power_grid.png
Pins as bars on the die edge.
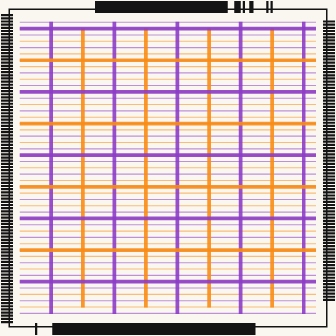
placement_by_type.png
Bar = 50 um.
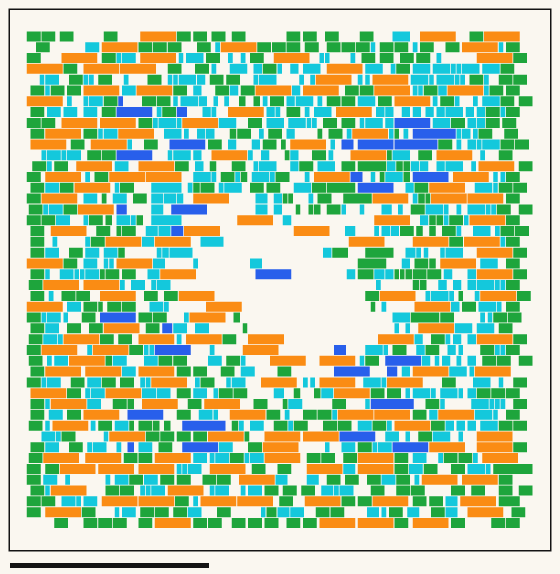
clk_routes.png
Bar = 50 um.
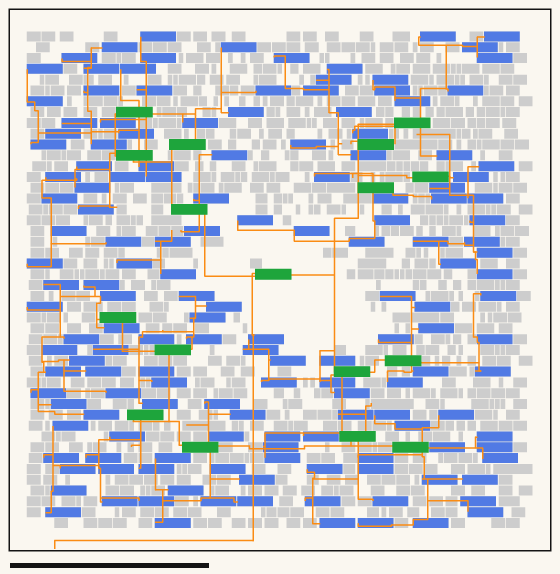
[src/rtl/id_ex_stage.sv]
// id_ex_stage: ID/EX pipeline register placed right after the register file.
// Captures the decoded instruction and both source operands each cycle and
// hands them to EX one cycle later. A WB->ID bypass covers the register file's
// same-cycle write/read behaviour (it returns the old value), and the stage
// supports stall, flush and a carried branch-prediction bit.
// Optional feature: define LOAD_USE_DETECT_EN to enable in-stage load-use
// detection (ID_stall_out plus an automatic one-cycle bubble). Without it,
// ID_stall_out is tied low and load-use hazards must be handled via stall_in.

module id_ex_stage #(
   parameter int CTRL_W = 8,
   parameter int XLEN   = 32
) (
   input  logic              clock,
   input  logic              reset_n,

   input  logic              ID_valid,
   input  logic [XLEN-1:0]   ID_pc,
   input  logic              ID_pred_taken,
   input  logic [4:0]        ID_rs1_addr,
   input  logic [4:0]        ID_rs2_addr,
   input  logic [4:0]        ID_rd_addr,
   input  logic [XLEN-1:0]   ID_rs1_data,
   input  logic [XLEN-1:0]   ID_rs2_data,
   input  logic [XLEN-1:0]   ID_imm,
   input  logic [CTRL_W-1:0] ID_ctrl,
   input  logic              ID_reg_wr_enb,
   input  logic              ID_mem_rd,

   input  logic              WB_reg_wr_enb,
   input  logic [4:0]        WB_reg_write_addr,
   input  logic [XLEN-1:0]   WB_reg_write_data,

   input  logic              stall_in,
   input  logic              flush_in,
   output logic              ID_stall_out,

   output logic              EX_valid,
   output logic [XLEN-1:0]   EX_pc,
   output logic              EX_pred_taken,
   output logic [4:0]        EX_rs1_addr,
   output logic [4:0]        EX_rs2_addr,
   output logic [4:0]        EX_rd_addr,
   output logic [XLEN-1:0]   EX_rs1_data,
   output logic [XLEN-1:0]   EX_rs2_data,
   output logic [XLEN-1:0]   EX_imm,
   output logic [CTRL_W-1:0] EX_ctrl,
   output logic              EX_reg_wr_enb,
   output logic              EX_mem_rd
);

   logic [XLEN-1:0] rs1_fwd;
   logic [XLEN-1:0] rs2_fwd;
   logic            bubble;

   // Operand selection: x0 is always zero, otherwise a WB write to the same
   // register this cycle overrides the stale register file value.
   always_comb begin
      rs1_fwd = ID_rs1_data;
      if (ID_rs1_addr == 5'd0)
         rs1_fwd = '0;
      else if (WB_reg_wr_enb && (WB_reg_write_addr == ID_rs1_addr))
         rs1_fwd = WB_reg_write_data;

      rs2_fwd = ID_rs2_data;
      if (ID_rs2_addr == 5'd0)
         rs2_fwd = '0;
      else if (WB_reg_wr_enb && (WB_reg_write_addr == ID_rs2_addr))
         rs2_fwd = WB_reg_write_data;
   end

`ifdef LOAD_USE_DETECT_EN
   // A load in EX whose result is needed by the ID instruction forces one bubble.
   assign bubble = EX_valid && EX_mem_rd && (EX_rd_addr != 5'd0) &&
                   ((EX_rd_addr == ID_rs1_addr) || (EX_rd_addr == ID_rs2_addr)) &&
                   ID_valid && !stall_in && !flush_in;
`else
   assign bubble = 1'b0;
`endif

   assign ID_stall_out = bubble;

   // Pipeline register: flush/bubble clear, stall holds, otherwise capture ID.
   always_ff @(posedge clock or negedge reset_n) begin
      if (!reset_n) begin
         EX_valid      <= 1'b0;
         EX_pc         <= '0;
         EX_pred_taken <= 1'b0;
         EX_rs1_addr   <= '0;
         EX_rs2_addr   <= '0;
         EX_rd_addr    <= '0;
         EX_rs1_data   <= '0;
         EX_rs2_data   <= '0;
         EX_imm        <= '0;
         EX_ctrl       <= '0;
         EX_reg_wr_enb <= 1'b0;
         EX_mem_rd     <= 1'b0;
      end else if (flush_in || bubble) begin
         EX_valid      <= 1'b0;
         EX_pc         <= '0;
         EX_pred_taken <= 1'b0;
         EX_rs1_addr   <= '0;
         EX_rs2_addr   <= '0;
         EX_rd_addr    <= '0;
         EX_rs1_data   <= '0;
         EX_rs2_data   <= '0;
         EX_imm        <= '0;
         EX_ctrl       <= '0;
         EX_reg_wr_enb <= 1'b0;
         EX_mem_rd     <= 1'b0;
      end else if (!stall_in) begin
         EX_valid      <= ID_valid;
         EX_pc         <= ID_pc;
         EX_pred_taken <= ID_pred_taken;
         EX_rs1_addr   <= ID_rs1_addr;
         EX_rs2_addr   <= ID_rs2_addr;
         EX_rd_addr    <= ID_rd_addr;
         EX_rs1_data   <= rs1_fwd;
         EX_rs2_data   <= rs2_fwd;
         EX_imm        <= ID_imm;
         EX_ctrl       <= ID_valid ? ID_ctrl : '0;
         EX_reg_wr_enb <= ID_valid && ID_reg_wr_enb;
         EX_mem_rd     <= ID_valid && ID_mem_rd;
      end
   end

endmodule

[config.mk]
export PLATFORM = sky130hd
export DESIGN_NAME = id_ex_stage
export DESIGN_NICKNAME = d
export VERILOG_FILES = /design/src/rtl/id_ex_stage.sv
export SDC_FILE = /design/constraint.sdc
export NUM_CORES = 1
export LEC_CHECK = 0
export ABC_CLOCK_PERIOD_IN_PS = 2400
export CORE_MARGIN = 4
export CORE_UTILIZATION = 45
export DETAILED_ROUTE_END_ITERATION = 8
export GPL_TIMING_DRIVEN = 0
export PLACE_DENSITY = 0.84
export SETUP_SLACK_MARGIN = 0.1
export SLEW_MARGIN = 20
export SYNTH_ARGS = -nofsm -noshare
export SYNTH_HDL_FRONTEND = slang
export SYNTH_SLANG_ARGS = --single-unit
[constraint.sdc]
create_clock -name clock -period 2.4 [get_ports clock]
set_clock_uncertainty 0.15 [all_clocks]
set_input_delay 0.24 -clock clock [delete_from_list [all_inputs] [get_ports clock]]
set_output_delay 0.24 -clock clock [all_outputs]
set_load 0.02 [all_outputs]
==> reports/qor.csv <==
stage;metric;value;unit
run_status;status;complete, no violations;
final_timing;Hold WS;200;ps
setup_path;CP Class;in2reg;
clock_network;# H-tree levels;4;
cells_and_area;#MultiIn Comb;453;
drt;met3 routed WL;2440;um
floorplanning;# Taps;216;
synth;ys flop type;dfrtp_1;
drt;Top Metal Used;met4;
synth;Mean Syn Cell Area;11.0;sq um
setup_path;worst-path fanout max;10;
setup_path;Slowest cell on crit path;clkdlybuf4s50_1;
placement;cell count after placement;1237;
synth;synth cell count leaders;155 x dfrtp_1, 128 x nand2_1, 83 x nor2_1;
synth;Simple Share, Synth;17.5;%
global_routing;Top Usage Layer GRT;met2;
placement;IO buf count;349;
power_and_ir_drop;Pwr top;the clock network;
clock_network;CTS tree;built;
setup_path;CP Launch Type;input pin;
synth;syn_nets;868;
setup_path;FF-to-FF path depth;2;
floorplanning;die footprint;0.0185;sq mm
synth;Cell Type Count;24;
power_and_ir_drop;Overall Power;7.15;mW
floorplanning;initial core utilization;46.1;%
drt;Final ANT Viol Nets;0;
cells_and_area;Clock buf/inv share;5.26;%
final_timing;# setup viols final;0;
placement;global placement routability congestion;0.882;
power_and_ir_drop;sw power;1.92;mW
synth;Adder Share, Synth;0;%
setup_path;Crit. End Element;register;
cells_and_area;most frequent logic cell in the layout;clkdlybuf4s50_1;
setup_path;Top delay family on crit path;buffers and inverters;
synth;yosys cell count;671;
final_timing;crit path time final;1970;ps
cells_and_area;Reg area;0.00388;sq mm
setup_path;crit path DRT;2590;ps
cells_and_area;Non-clock inverters;1;
floorplanning;Core Rows;46;
drt;met1 WL;9380;um
global_routing;global-route wire length before repair;39300;um
power_and_ir_drop;comb pwr;1.42;mW
global_routing;vias in the first global route;7140;
clock_network;cts repair resizes;0;
synth;XOR-XNOR Cells, Area Fraction;1.19;%
drt;wire per inst;20.3;um
synth;cell taking the most area after synthesis;dfrtp_1;
drt;vias per inst;5.25;
setup_path;r2r endpoint;EX_imm[26];
setup_path;Critical path origin;ID_rs1_addr[2];
power_and_ir_drop;internal power;5.23;mW
placement;dpl hpwl;19700;um
final_timing;RSZ-0062 raised after global routing;no;
drt;DR vias;6667;
setup_path;CP max stage delay;620;ps
cells_and_area;Biggest Area Class;non-clock buffers;
synth;Yosys chip area;0.00735;sq mm
cells_and_area;P&R area growth vs syn;60.2;%
power_and_ir_drop;Reg power frac;39.9;%
drt;initial DRC count;378;
cells_and_area;final net count;1238;
power_and_ir_drop;Comb power frac;19.9;%
cells_and_area;Buffers excl. clock;413;
setup_path;CP dominant cell by count;clkbuf_1;
clock_network;insertion delay to the later sink of the worst-skew pair;420;ps
cells_and_area;Logic cell area;0.00309;sq mm
cells_and_area;combinational share of cell area;26.2;%
setup_path;CP Buf/Inv Count;3;
final_timing;Final Max Slew Viols;0;
cells_and_area;clkbuf count;18;
final_timing;setup_tns;0;ps
clock_network;TritonCTS Buffers;17;
cells_and_area;Ant. Diodes;0;
drt;DR DRC count;0;
setup_path;end of the critical path;EX_rs1_data[13];
Notes on power_grid.png above:
legend:
  purple:
    net: VSS
  orange:
    net: VDD
met1 rails: 47
rows: 46
signal pins: 353
met5 straps: 9
met4 straps: 9
core area: 0.0159 sq mm
worst vdd ir: 442 uV
Die Y-Extent: 136 um
Die X: 136 um

Notes on placement_by_type.png above:
legend:
  green:
    class: other buffers and delay cells
    cells: 413
  blue:
    class: clock drivers and dummy loads
    cells: 31
  orange:
    class: flops
    cells: 155
  cyan:
    class: combinational and other logic
    cells: 454
final core utilization: 73.9%
cell area after layout: 0.0118 sq mm
flop share of the area: 32.9%

Notes on clk_routes.png above:
legend:
  orange:
    item: clock wires
    length: 2,000 um
  blue:
    item: flip-flops
    count: 155
  green:
    item: clock drivers
    count: 17
routed clock nets: 18
P_clk: 2.87 mW
Clock power frac: 40.2%

No activity file was given, so power comes from the tool's default toggle rates.
